**src/rtl/la_capture_ctrl_if.sv**
```systemverilog
// Divider control and sample-RAM write bus between the capture sequencer
// (master) and the divider/RAM datapath (slave).
interface la_capture_ctrl_if #(
   parameter int DATA_W = 8,
   parameter int ADDR_W = 10
);
   logic              div_start;
   logic [3:0]        div_cfg;
   logic              sample_tick;
   logic              wr_en;
   logic [ADDR_W-1:0] wr_addr;
   logic [DATA_W-1:0] wr_data;

   modport master (
      output div_start, div_cfg, wr_en, wr_addr, wr_data,
      input  sample_tick
   );

   modport slave (
      input  div_start, div_cfg, wr_en, wr_addr, wr_data,
      output sample_tick
   );
endinterface

```
**src/rtl/la_capture_ctrl.sv**
```systemverilog
// Logic-analyzer capture sequencer: gates the sample divider, writes probe
// samples into a circular RAM, and tracks pre-trigger, trigger and post window.
module la_capture_ctrl #(
   parameter int DATA_W = 8,
   parameter int ADDR_W = 10
) (
   input  logic              clk,
   input  logic              rst,
   input  logic              start_i,
   input  logic              abort_i,
   input  logic [3:0]        cfg_rate_i,
   input  logic [ADDR_W-1:0] cfg_pre_i,
   input  logic [ADDR_W-1:0] cfg_post_i,
   input  logic [DATA_W-1:0] trig_mask_i,
   input  logic [DATA_W-1:0] trig_value_i,
   input  logic              trig_force_i,
   input  logic [DATA_W-1:0] probe_i,
   output logic              busy_o,
   output logic              triggered_o,
   output logic              done_o,
   output logic [ADDR_W-1:0] trig_addr_o,
   la_capture_ctrl_if.master bus
);
   localparam int CNT_W = ADDR_W + 1;

   typedef enum logic [2:0] {S_IDLE, S_ARM, S_WAIT_TRIG, S_POST, S_DONE} state_e;

   state_e            state_q, state_d;
   logic [CNT_W-1:0]  cnt_q, cnt_d, cnt_inc;
   logic [CNT_W-1:0]  pre_q, post_q, room, post_eff_d;
   logic [DATA_W-1:0] mask_q, value_q, wr_data_q;
   logic [ADDR_W-1:0] ptr_q, wr_addr_q, trig_addr_q;
   logic [3:0]        div_cfg_q;
   logic              div_start_q, busy_q, triggered_q, done_q, wr_en_q;
   logic              accept, active, busy_d, take_tick, match, trig_hit;

   always_comb begin
      // NOTE: every signal driven here gets a default first, so no path through the case can infer a latch.
      state_d   = state_q;
      cnt_d     = cnt_q;
      accept    = 1'b0;
      trig_hit  = 1'b0;
      active    = (state_q == S_ARM) || (state_q == S_WAIT_TRIG) || (state_q == S_POST);
      take_tick = active && bus.sample_tick;
      match     = ((probe_i & mask_q) == (value_q & mask_q)) || trig_force_i;
      cnt_inc   = cnt_q + CNT_W'(1);
      // Post window is clipped so it can never wrap onto its own pre-trigger samples.
      room       = {1'b0, {ADDR_W{1'b1}}} - {1'b0, cfg_pre_i};
      post_eff_d = ({1'b0, cfg_post_i} < room) ? {1'b0, cfg_post_i} : room;

      case (state_q)
         S_IDLE, S_DONE: begin
            if (start_i && !abort_i) begin
               accept  = 1'b1;
               cnt_d   = '0;
               state_d = (cfg_pre_i == '0) ? S_WAIT_TRIG : S_ARM;
            end
         end
         S_ARM: begin
            if (abort_i) begin
               state_d = S_IDLE;
            end else if (take_tick) begin
               if (cnt_inc == pre_q) begin
                  state_d = S_WAIT_TRIG;
                  cnt_d   = '0;
               end else begin
                  cnt_d = cnt_inc;
               end
            end
         end
         S_WAIT_TRIG: begin
            if (abort_i) begin
               state_d = S_IDLE;
            end else if (take_tick && match) begin
               trig_hit = 1'b1;
               cnt_d    = '0;
               state_d  = (post_q == '0) ? S_DONE : S_POST;
            end
         end
         S_POST: begin
            if (abort_i) begin
               state_d = S_IDLE;
            end else if (take_tick) begin
               if (cnt_inc == post_q) state_d = S_DONE;
               else                   cnt_d   = cnt_inc;
            end
         end
         default: state_d = S_IDLE;
      endcase

      busy_d = (state_d == S_ARM) || (state_d == S_WAIT_TRIG) || (state_d == S_POST);
   end

   always_ff @(posedge clk) begin
      if (rst) begin
         state_q     <= S_IDLE;
         cnt_q       <= '0;
         pre_q       <= '0;
         post_q      <= '0;
         mask_q      <= '0;
         value_q     <= '0;
         ptr_q       <= '0;
         wr_addr_q   <= '0;
         wr_data_q   <= '0;
         wr_en_q     <= 1'b0;
         trig_addr_q <= '0;
         div_cfg_q   <= 4'h0;
         div_start_q <= 1'b0;
         busy_q      <= 1'b0;
         triggered_q <= 1'b0;
         done_q      <= 1'b0;
      end else begin
         // NOTE: non-blocking assignments so every register here sees pre-edge values of the others.
         state_q     <= state_d;
         cnt_q       <= cnt_d;
         busy_q      <= busy_d;
         div_start_q <= busy_d;
         done_q      <= (state_d == S_DONE);
         wr_en_q     <= take_tick;
         if (take_tick) begin
            wr_addr_q <= ptr_q;
            wr_data_q <= probe_i;
            ptr_q     <= ptr_q + ADDR_W'(1);
         end
         if (accept) begin
            pre_q       <= {1'b0, cfg_pre_i};
            post_q      <= post_eff_d;
            mask_q      <= trig_mask_i;
            value_q     <= trig_value_i;
            div_cfg_q   <= cfg_rate_i;
            ptr_q       <= '0;
            wr_addr_q   <= '0;
            triggered_q <= 1'b0;
         end
         if (trig_hit) begin
            trig_addr_q <= ptr_q;
            triggered_q <= 1'b1;
         end
      end
   end

   assign bus.div_start = div_start_q;
   assign bus.div_cfg   = div_cfg_q;
   assign bus.wr_en     = wr_en_q;
   assign bus.wr_addr   = wr_addr_q;
   assign bus.wr_data   = wr_data_q;
   assign busy_o        = busy_q;
   assign triggered_o   = triggered_q;
   assign done_o        = done_q;
   assign trig_addr_o   = trig_addr_q;
endmodule

```
**src/flat_wrapper.sv**
```systemverilog
// flat-port wrapper written by rule: the top's interface ports become plain ports
module la_capture_ctrl_flat 
#(
   parameter int DATA_W = 8,
   parameter int ADDR_W = 10
)
  (clk, rst, start_i, abort_i, cfg_rate_i, cfg_pre_i, cfg_post_i, trig_mask_i, trig_value_i, trig_force_i, probe_i, busy_o, triggered_o, done_o, trig_addr_o, bus_div_start, bus_div_cfg, bus_wr_en, bus_wr_addr, bus_wr_data, bus_sample_tick);
  la_capture_ctrl_if #(.DATA_W(DATA_W), .ADDR_W(ADDR_W)) bus_i ();
  input  logic clk;
  input  logic rst;
  input  logic start_i;
  input  logic abort_i;
  input  logic [3:0] cfg_rate_i;
  input  logic [ADDR_W-1:0] cfg_pre_i;
  input  logic [ADDR_W-1:0] cfg_post_i;
  input  logic [DATA_W-1:0] trig_mask_i;
  input  logic [DATA_W-1:0] trig_value_i;
  input  logic trig_force_i;
  input  logic [DATA_W-1:0] probe_i;
  output logic busy_o;
  output logic triggered_o;
  output logic done_o;
  output logic [ADDR_W-1:0] trig_addr_o;
  output wire logic [$bits(bus_i.div_start)-1:0] bus_div_start;
  output wire logic [$bits(bus_i.div_cfg)-1:0] bus_div_cfg;
  output wire logic [$bits(bus_i.wr_en)-1:0] bus_wr_en;
  output wire logic [$bits(bus_i.wr_addr)-1:0] bus_wr_addr;
  output wire logic [$bits(bus_i.wr_data)-1:0] bus_wr_data;
  input wire logic [$bits(bus_i.sample_tick)-1:0] bus_sample_tick;
  assign bus_div_start = bus_i.div_start;
  assign bus_div_cfg = bus_i.div_cfg;
  assign bus_wr_en = bus_i.wr_en;
  assign bus_wr_addr = bus_i.wr_addr;
  assign bus_wr_data = bus_i.wr_data;
  assign bus_i.sample_tick = bus_sample_tick;
  la_capture_ctrl #(.DATA_W(DATA_W), .ADDR_W(ADDR_W)) u_core (.clk(clk), .rst(rst), .start_i(start_i), .abort_i(abort_i), .cfg_rate_i(cfg_rate_i), .cfg_pre_i(cfg_pre_i), .cfg_post_i(cfg_post_i), .trig_mask_i(trig_mask_i), .trig_value_i(trig_value_i), .trig_force_i(trig_force_i), .probe_i(probe_i), .busy_o(busy_o), .triggered_o(triggered_o), .done_o(done_o), .trig_addr_o(trig_addr_o), .bus(bus_i));
endmodule
```
**config.mk**
```make
export PLATFORM = sky130hd
export DESIGN_NAME = la_capture_ctrl_flat
export DESIGN_NICKNAME = d
export VERILOG_FILES = /design/src/rtl/la_capture_ctrl_if.sv /design/src/rtl/la_capture_ctrl.sv /design/src/flat_wrapper.sv
export SDC_FILE = /design/constraint.sdc
export NUM_CORES = 1
export LEC_CHECK = 0
export CORE_MARGIN = 4
export CORE_UTILIZATION = 52
export CTS_BUF_LIST = sky130_fd_sc_hd__clkbuf_4 sky130_fd_sc_hd__clkbuf_8 sky130_fd_sc_hd__clkbuf_16
export DETAILED_ROUTE_END_ITERATION = 10
export PLACE_DENSITY_LB_ADDON = 0.1
export SETUP_SLACK_MARGIN = 0.05
export SLEW_MARGIN = 5
export SYNTH_ARGS = -nofsm -noshare
export SYNTH_HDL_FRONTEND = slang
export SYNTH_SLANG_ARGS = --single-unit
```
**constraint.sdc**
```tcl
create_clock -name clk -period 3.7 [get_ports clk]
set_input_delay 0.555 -clock clk [delete_from_list [all_inputs] [get_ports clk]]
set_output_delay 0.555 -clock clk [all_outputs]
set_load 0.02 [all_outputs]
```
==> results_slide.txt, run 1 <==
Run Summary

Critical path
  – Arr. time, crit path: 3520 ps
  – Peak per-stage delay on the critical path: 530 ps
  – Cell family with most CP delay: simple AND/OR/NAND/NOR gates

Global route
  – All-Layer GR Usage: 23.4%

Yosys
  – Cell type with the largest total area: dfxtp_1
  – Yosys chip area: 4820 sq um
  – Number of synthesis warnings: 0
  – Commonest cells in the netlist: nand2_1, dfxtp_1, a21oi_1
  – Post-synth EDFFs: 0
  – Synth Instances: 593
  – Cell Type Count: 54
  – Yosys Instances: 593
  – Asr flop ratio synth: 0%
  – Mapped Nets: 658

Final timing
  – Clock skew: 8.17 ps
  – RSZ-0062 raised after global routing: false
  – Final min period: 3230 ps
  – Final Hold Fails: 0

Finish
  – Fill count: 751
  – P&R area growth vs syn: 23.4%
  – Final antenna diode count: 0
  – Comb area: 2680 sq um

Run
  – Tool warnings: 26

Power
  – P_sw: 563 uW
  – Sequential Power Share: 53.5%
  – Int Power: 1470 uW

Clocking
  – Clock Root Buffer: clkbuf_8

Run status
  – Status: complete, no violations

Place
  – Post-DP HPWL: 9090 um
[run 1: stage by stage]
| step | setup slack [ps] | power, uW | std cells | hold slack [ps] | area (sq um) |
|---|---|---|---|---|---|
| 2_1_floorplan | 1060 | 1260 | 593 | 436 | 4820 |
| 3_3_place_gp | 539 | 1380 | 764 | 443 | 5760 |
| 3_5_place_dp | 487 | 1390 | 764 | 447 | 5760 |
| 4_1_cts | 471 | 2050 | 780 | 461 | 5940 |
| 5_1_grt | 165 | 2120 | 780 | 473 | 5940 |
| 6_report | 471 | 2030 | 780 | 460 | 5940 |
[run 1: layout make-up]
type,count,share of cell area [%]
inverter,9,0.568
clock inverter,6,0.842
timing repair buffer,102,16.6
sequential,96,32.3
tap,108,2.27
clock buffer,10,2.32
multi-input combinational,449,45.1
[run 1: sequential cells by signal, indices dropped and copies added, names as in the netlist]
name / count
u_core.bus.div_start: 1
u_core.value_q: 8
u_core.cnt_q: 11
u_core.bus.div_cfg: 4
u_core.mask_q: 8
u_core.done_o: 1
u_core.ptr_q: 10
u_core.state_q: 3
u_core.trig_addr_o: 10
u_core.triggered_o: 1
u_core.bus.wr_addr: 10
u_core.pre_q: 10
u_core.bus.wr_data: 8
u_core.post_q: 10
u_core.bus.wr_en: 1
[run 1: cells by family after synthesis]
kind of cell,after synthesis,synth area share (%)
AND/OR/NAND/NOR,251,24.1
AND-OR/OR-AND,139,18.1
flip-flops,96,39.9
buffers and inverters,48,4.73
XOR/XNOR,33,7.17
multiplexers,15,3.14
adder cells (fa/ha/maj),11,2.86
[run 1: layer usage]
layer	GRT usage, %	part of all wire (%)
met1	32.3	48
met4	6.27	1.0
met2	37.0	45
met3	5.09	6.3
met5	0	0
[run 1: power by group through the flow]
stage,logic [uW],registers [uW],clock network [uW]
floorplan,155,1110,0
global placement,274,1110,0
detailed placement,278,1110,0
CTS,279,1090,686
global route,306,1090,722
finish,278,1090,668
[run 1: layout by cell type, fill, tap and decap left out, drive strengths merged, types with 5 or more instances in the layout]
master,n
nor3,7
nand3,7
nand2,121
mux2i,14
a31oi,5
and2,5
or3,7
buf,13
o21ai,7
nand4,11
dfxtp,96
a22oi,6
ha,11
a211oi,16
inv,13
nand2b,5
nor2,52
clkbuf,10
xnor2,7
xor2,22
or2,10
a21oi,78
and3,8
nor4,8
clkdlybuf4s50,89
[run 1: worst paths after layout]
| path | start | endpoint | slack [ps] | cells after the start |
|---|---|---|---|---|
| worst max-delay path | u_core.cnt_q[0]$_SDFFE_PP0P_ | u_core.cnt_q[9]$_SDFFE_PP0P_ | 470 | 10 |
| worst min-delay path | u_core.bus.div_cfg[3]$_SDFFE_PP0P_ | u_core.bus.div_cfg[3]$_SDFFE_PP0P_ | 460 | 2 |
| worst max register to register | u_core.cnt_q[0]$_SDFFE_PP0P_ | u_core.cnt_q[9]$_SDFFE_PP0P_ | 470 | 10 |
| worst min register to register | u_core.bus.div_cfg[3]$_SDFFE_PP0P_ | u_core.bus.div_cfg[3]$_SDFFE_PP0P_ | 460 | 2 |
Run 1, sequential cells grouped by signal name:
Other sequential cells in the stronger grey, the rest of the logic in the fainter grey.
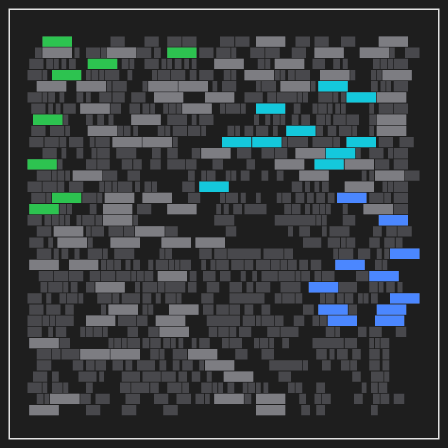
| colour | signal | sequential cells |
|---|---|---|
| blue | u_core.cnt_q | 11 |
| cyan | u_core.ptr_q | 10 |
| green | u_core.bus.wr_data | 8 |
not coloured: 67
flop share of the area: 32.3%
Util after Layout: 67.2%
Sequential Power: 1090 uW
register area: 1920 sq um

Run 1, I/O nets highlighted:
Scale bar: 20 um.
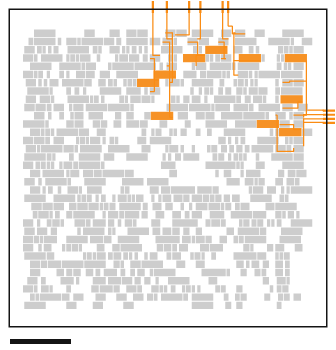
| colour | port | bits | direction | edge | end cells | wire |
|---|---|---|---|---|---|---|
| orange | trig_addr_o | 10 | output | 6 north, 4 east | 10 | 290 um |
# IOs: 91
Port-buffer cells: 90

Run 1, metal 2:
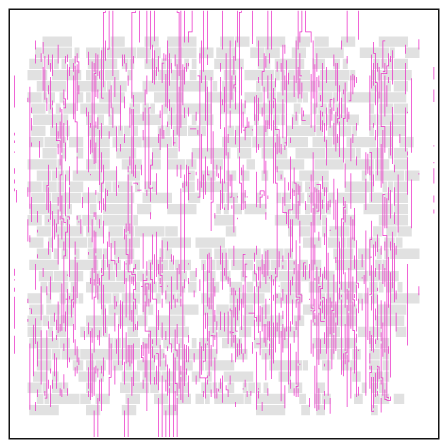
share of all routed wire: 45%
nets with wire on the layer: 597
main direction: vertical
longest straight run: 40.1 um
via count: 4,438
met2 usage: 37.0%
WL final: 12,600 um

## Run 2: what changed since run 1
--- a/config.mk
+++ b/config.mk
@@ -11,7 +11,7 @@
 export DETAILED_ROUTE_END_ITERATION = 10
 export PLACE_DENSITY_LB_ADDON = 0.1
 export SETUP_SLACK_MARGIN = 0.05
-export SLEW_MARGIN = 5
+export SLEW_MARGIN = 10
 export SYNTH_ARGS = -nofsm -noshare
 export SYNTH_HDL_FRONTEND = slang
 export SYNTH_SLANG_ARGS = --single-unit
Run 2, sequential cells grouped by signal name:
Other sequential cells in the stronger grey, the rest of the logic in the fainter grey.
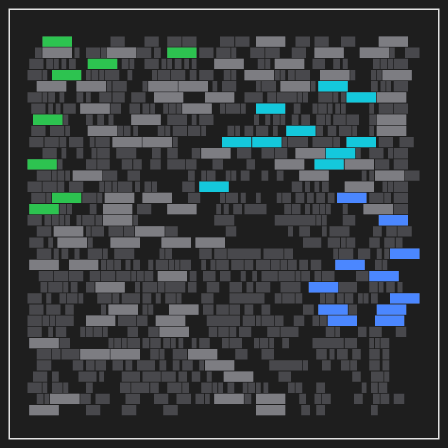

Run 2, metal 2:
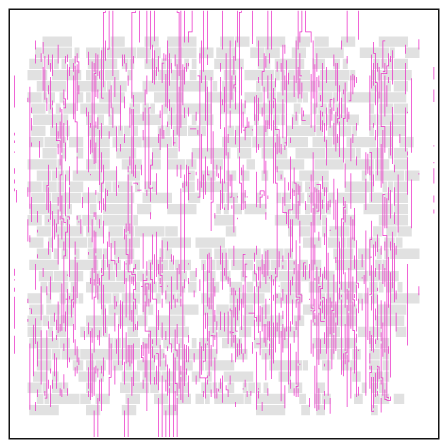
wire length on this layer: 5,680 um
share of all routed wire: 45%
longest straight run: 40.1 um
nets with wire on the layer: 597

Run 2, track usage over the die:
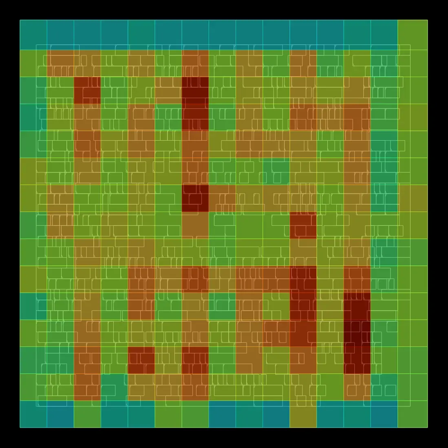
grt met1 use: 32.3%
drt wl/cell: 16.2 um

==> run 2 against run 1 <==
Count of clock-buffer cells in the layout unchanged. Critical path depth stayed put. Maximum frequency is the same. Die area unchanged. First-iteration DRC count unchanged. Worst hold slack did not move. Worst setup slack is the same. Final area is the same. Core utilization unchanged. Critical endpoint unchanged. Highest routed layer unchanged.
==> results_slide.txt, run 2 <==
Run Summary

Finish
  – Comb area: 2680 sq um
  – Cell area after layout: 5940 sq um
  – Fill count: 751
  – Largest register FFs: 11
  – Largest reg by FF count: u_core.cnt_q
  – Most frequent cells in the layout: nand2_1, dfxtp_1, clkdlybuf4s50_1
  – P&R area growth vs syn: 23.4%
  – Final antenna diode count: 0
  – Top cell excl fill/tap: nand2_1
  – Register area: 1920 sq um

Run status
  – Status: complete, no violations

Critical path
  – R2R cell count: 10
  – RR Endpoint: u_core.cnt_q[9]$_SDFFE_PP0P_
  – FF-to-FF Start: u_core.cnt_q[0]$_SDFFE_PP0P_
  – CP startpoint: u_core.cnt_q[0]$_SDFFE_PP0P_
  – R2r setup slk: 470 ps
  – Arr. time, crit path: 3520 ps

Die
  – # IOs: 91
  – Fp_density: 54.4%

Yosys
  – Avg Inst Size Synth: 8.12 sq um
  – Cell type with the largest total area: dfxtp_1
  – Number of synthesis warnings: 0
  – Mapped Nets: 658
  – Synth Instances: 593
  – Post-synth EDFFs: 0
  – Commonest cells in the netlist: nand2_1, dfxtp_1, a21oi_1
  – Cell Type Count: 54
  – Yosys Instances: 593
  – Asr flop ratio synth: 0%

Place
  – Cell Area, Placed: 5760 sq um
  – Post-DP HPWL: 9090 um
  – Port-buffer cells: 90

Global route
  – All-Layer GR Usage: 23.4%

Detailed routing
  – Via count: 4,438

Final timing
  – Final min period: 3230 ps
  – Final Hold Fails: 0
  – Worst setup margin: 471 ps

Hold path
  – Hold path cells: 2
  – Hold path start: u_core.bus.div_cfg[3]$_SDFFE_PP0P_
run 2: cell counts in the layout (fill, tap and decap cells not counted):
No cell type changed its count.
run 2: metal layers:
metal,wire (um),global-route usage [%]
met5,0,0
met4,128,6.27
met3,801,5.09
met2,5680,37.0
met1,6000,32.3
run 2: worst max-delay path by stage:
stage,slack (ps),cells past startpoint,endpoint
global placement,540,10,u_core.cnt_q[1]$_SDFFE_PP0P_
floorplan,1060,10,u_core.cnt_q[1]$_SDFFE_PP0P_
detailed placement,490,10,u_core.cnt_q[9]$_SDFFE_PP0P_
CTS,470,10,u_core.cnt_q[9]$_SDFFE_PP0P_
finish,470,10,u_core.cnt_q[9]$_SDFFE_PP0P_
global route,160,10,u_core.cnt_q[2]$_SDFFE_PP0P_
run 2: area by class of cell:
| type | count | share of cell area, % |
|---|---|---|
| Clock buffer | 10 | 2.32 |
| Clock inverter | 6 | 0.842 |
| Inverter | 9 | 0.568 |
| Multi-Input combinational cell | 449 | 45.1 |
| Sequential cell | 96 | 32.3 |
| Tap cell | 108 | 2.27 |
| Timing Repair Buffer | 102 | 16.6 |
run 2: power breakdown:
part	internal [uW]	switching (uW)	total [uW]
sequential	1060	25.5	1090
combinational	135	144	278
clock	274	394	668
total	1470	563	2030
run 2: through the flow:
step / instances / hold slack (ps) / power [uW]
floorplan: 593 / 436 / 1260
global placement: 764 / 443 / 1380
detailed placement: 764 / 447 / 1390
CTS: 780 / 461 / 2050
global route: 780 / 473 / 2120
finish: 780 / 460 / 2030
run 2: cells by family (layout without fill, tap and decap cells):
group	Yosys count	in the layout	share of synthesized area (%)
and+or+nand+nor	251	251	24.1
muxes	15	15	3.14
buffers and inverters	48	127	4.73
DFF	96	96	39.9
xor gates and xnor gates	33	33	7.17
adders and majority gates	11	11	2.86
AOI/OAI and AO/OA	139	139	18.1
run 2: critical path, stage by stage, from the launching register on:
cell,delay (ps)
dfxtp_1,500
ha_1,510
nand3_1,190
or2_1,300
and3_1,200
or4b_4,530
o41ai_4,330
buf_4,260
and2_1,150
a41oi_1,50
a21oi_1,150
## Run 3: what changed since run 2
--- a/config.mk
+++ b/config.mk
@@ -5,11 +5,13 @@
 export SDC_FILE = /design/constraint.sdc
 export NUM_CORES = 1
 export LEC_CHECK = 0
+export CORE_ASPECT_RATIO = 0.9
 export CORE_MARGIN = 4
 export CORE_UTILIZATION = 52
 export CTS_BUF_LIST = sky130_fd_sc_hd__clkbuf_4 sky130_fd_sc_hd__clkbuf_8 sky130_fd_sc_hd__clkbuf_16
+export CTS_CLUSTER_SIZE = 30
 export DETAILED_ROUTE_END_ITERATION = 10
-export PLACE_DENSITY_LB_ADDON = 0.1
+export PLACE_DENSITY = 0.88
 export SETUP_SLACK_MARGIN = 0.05
 export SLEW_MARGIN = 10
 export SYNTH_ARGS = -nofsm -noshare
==> run 3 against run 2 <==
Routed wire length grew 0.21%. Non-clock buffer count shrank 4. Clock power decreased by 3%. Register-to-register slack got worse by 90 ps. Cell count is 1.3% higher. Worst setup slack got worse by 95 ps. Final area shrank 0.29%. Worst hold slack improved by 1.7 ps. Sequential power barely moved. Critical path type unchanged. Largest power group unchanged.
==> results_slide.txt, run 3 <==
Run Summary

Run status
  – Status: complete, no violations

Finish
  – Largest register FFs: 11
  – Final antenna diode count: 0
  – Top cell excl fill/tap: nand2_1
  – Cell area after layout: 5930 sq um
  – Most frequent cells in the layout: nand2_1, dfxtp_1, clkdlybuf4s50_1
  – Largest reg by FF count: u_core.cnt_q

Final timing
  – Final Hold Fails: 0
  – Worst setup margin: 376 ps
  – Final min period: 3320 ps

Yosys
  – Avg Inst Size Synth: 8.12 sq um
  – Synth Instances: 593
  – Yosys Instances: 593
  – Number of synthesis warnings: 0
  – Asr flop ratio synth: 0%
  – Cell Type Count: 54
  – Cell type with the largest total area: dfxtp_1
  – Commonest cells in the netlist: nand2_1, dfxtp_1, a21oi_1
  – Yosys chip area: 4820 sq um

Critical path
  – RR Endpoint: u_core.cnt_q[9]$_SDFFE_PP0P_
  – CP Cell Sequence: ha_1 -> nand3_1 -> or2_1 -> and3_1 -> or4b_4 -> o41ai_4 -> buf_4 -> and2_1 -> a41oi_1 -> a21oi_1
  – Arr. time, crit path: 3610 ps
  – Peak per-stage delay on the critical path: 560 ps
  – Worst Path Buf+Inv: 1
  – CP startpoint: u_core.cnt_q[0]$_SDFFE_PP0P_
  – Worst path depth: 10
  – R2r setup slk: 380 ps
  – Setup crit end: u_core.cnt_q[9]$_SDFFE_PP0P_
  – Cell family with most CP delay: simple AND/OR/NAND/NOR gates
  – R2R cell count: 10

Place
  – Port-buffer cells: 90
  – Cell Area, Placed: 5740 sq um
  – Dpl ws: 472 ps

Run
  – Tool warnings: 26

Die
  – Fp_density: 53.0%
  – # IOs: 91

Clocking
  – Clock Root Buffer: clkbuf_8
==> run 3: cell counts after synthesis <==
No cell type changed its count.
==> run 3: kinds of logic after synthesis <==
kind of cell             after synthesis  synth area share [%]
adder cells (fa/ha/maj)               11                  2.86
buffers and inverters                 48                  4.73
multiplexers                          15                  3.14
flip-flops                            96                  39.9
AND-OR/OR-AND                        139                  18.1
AND/OR/NAND/NOR                      251                  24.1
XOR/XNOR                              33                  7.17
==> run 3: layout make-up <==
| cell class | count | area [sq um] |
|---|---|---|
| fill | 746 | 3160 |
| tap | 122 | 153 |
| inverter | 9 | 33.8 |
| clock buffer | 10 | 131 |
| sequential | 96 | 1920 |
| multi-input combinational | 449 | 2680 |
| clock inverter | 6 | 51.3 |
| timing repair buffer | 98 | 956 |
==> run 3: worst min-delay path by stage <==
stage | slack [ps] | cells past startpoint | endpoint | start
6_report | 460 | 2 | u_core.bus.wr_addr[7]$_SDFFE_PP0N_ | u_core.bus.wr_addr[7]$_SDFFE_PP0N_
5_1_grt | 480 | 2 | u_core.bus.wr_addr[7]$_SDFFE_PP0N_ | u_core.bus.wr_addr[7]$_SDFFE_PP0N_
4_1_cts | 460 | 2 | u_core.bus.wr_addr[7]$_SDFFE_PP0N_ | u_core.bus.wr_addr[7]$_SDFFE_PP0N_
3_5_place_dp | 450 | 2 | u_core.bus.wr_addr[7]$_SDFFE_PP0N_ | u_core.bus.wr_addr[7]$_SDFFE_PP0N_
3_3_place_gp | 440 | 2 | u_core.bus.div_cfg[1]$_SDFFE_PP0P_ | u_core.bus.div_cfg[1]$_SDFFE_PP0P_
2_1_floorplan | 440 | 2 | u_core.mask_q[0]$_SDFFE_PP0P_ | u_core.mask_q[0]$_SDFFE_PP0P_
==> run 3: power breakdown <==
part	leakage [uW]	internal, uW	switching, uW
combinational	0.00122	132	149
clock	0.0000844	260	389
sequential	0.000779	1060	25.1
==> run 3: tightest hold or removal path: stages (launching register included) <==
cell     delay, ps
dfxtp_1        320
nand2_1         50
a21oi_1         50
==> run 3: per-stage QoR <==
step | hold WS (ps) | total power [uW] | instances
after floorplan | 436 | 1260 | 593
after global placement | 443 | 1380 | 774
after detailed placement | 450 | 1390 | 774
after CTS | 465 | 2010 | 790
after global routing | 477 | 2100 | 790
final | 462 | 2020 | 790
==> run 3: layer usage <==
layer | vias up | global-route usage [%] | wire [um]
met5 | - | 0 | 0
met4 | 0 | 7.96 | 252
met3 | 27 | 5.26 | 855
met2 | 180 | 38.1 | 5950
met1 | 2187 | 32.2 | 5590
li1 | 2211 | - | -
Run 3, track usage over the die:
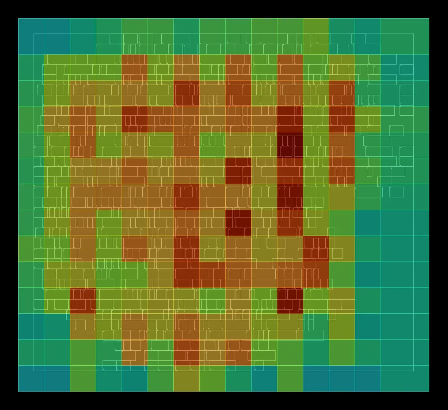
Util after Layout: 65.2%
grt met1 use: 32.2%

Run 3, metal 1:
Supply wires on this layer in grey.
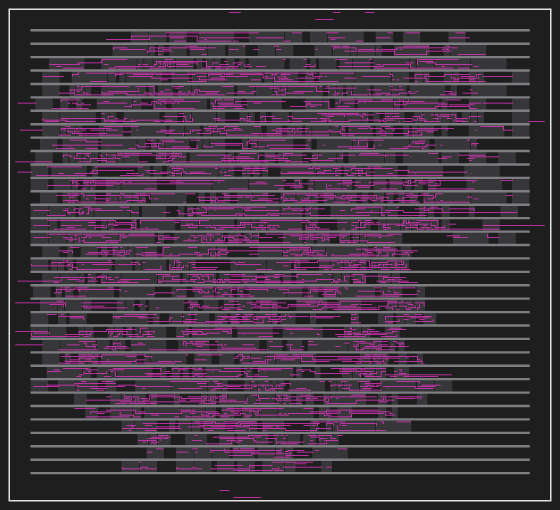
main direction: horizontal
share of all routed wire: 44%
nets with wire on the layer: 654
longest straight run: 29.9 um
WL final: 12,600 um
via count: 4,605

Run 3, I/O nets highlighted:
Scale bar: 20 um.
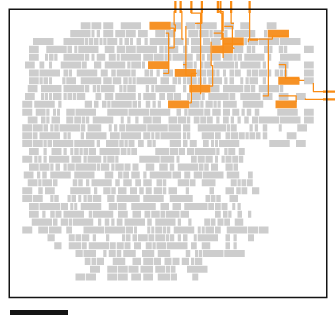
| colour | port | bits | direction | edge | end cells | wire |
|---|---|---|---|---|---|---|
| orange | trig_addr_o | 10 | output | 8 north, 2 east | 10 | 275 um |

Power figures rest on the tool's default switching activity, not on a simulated workload.
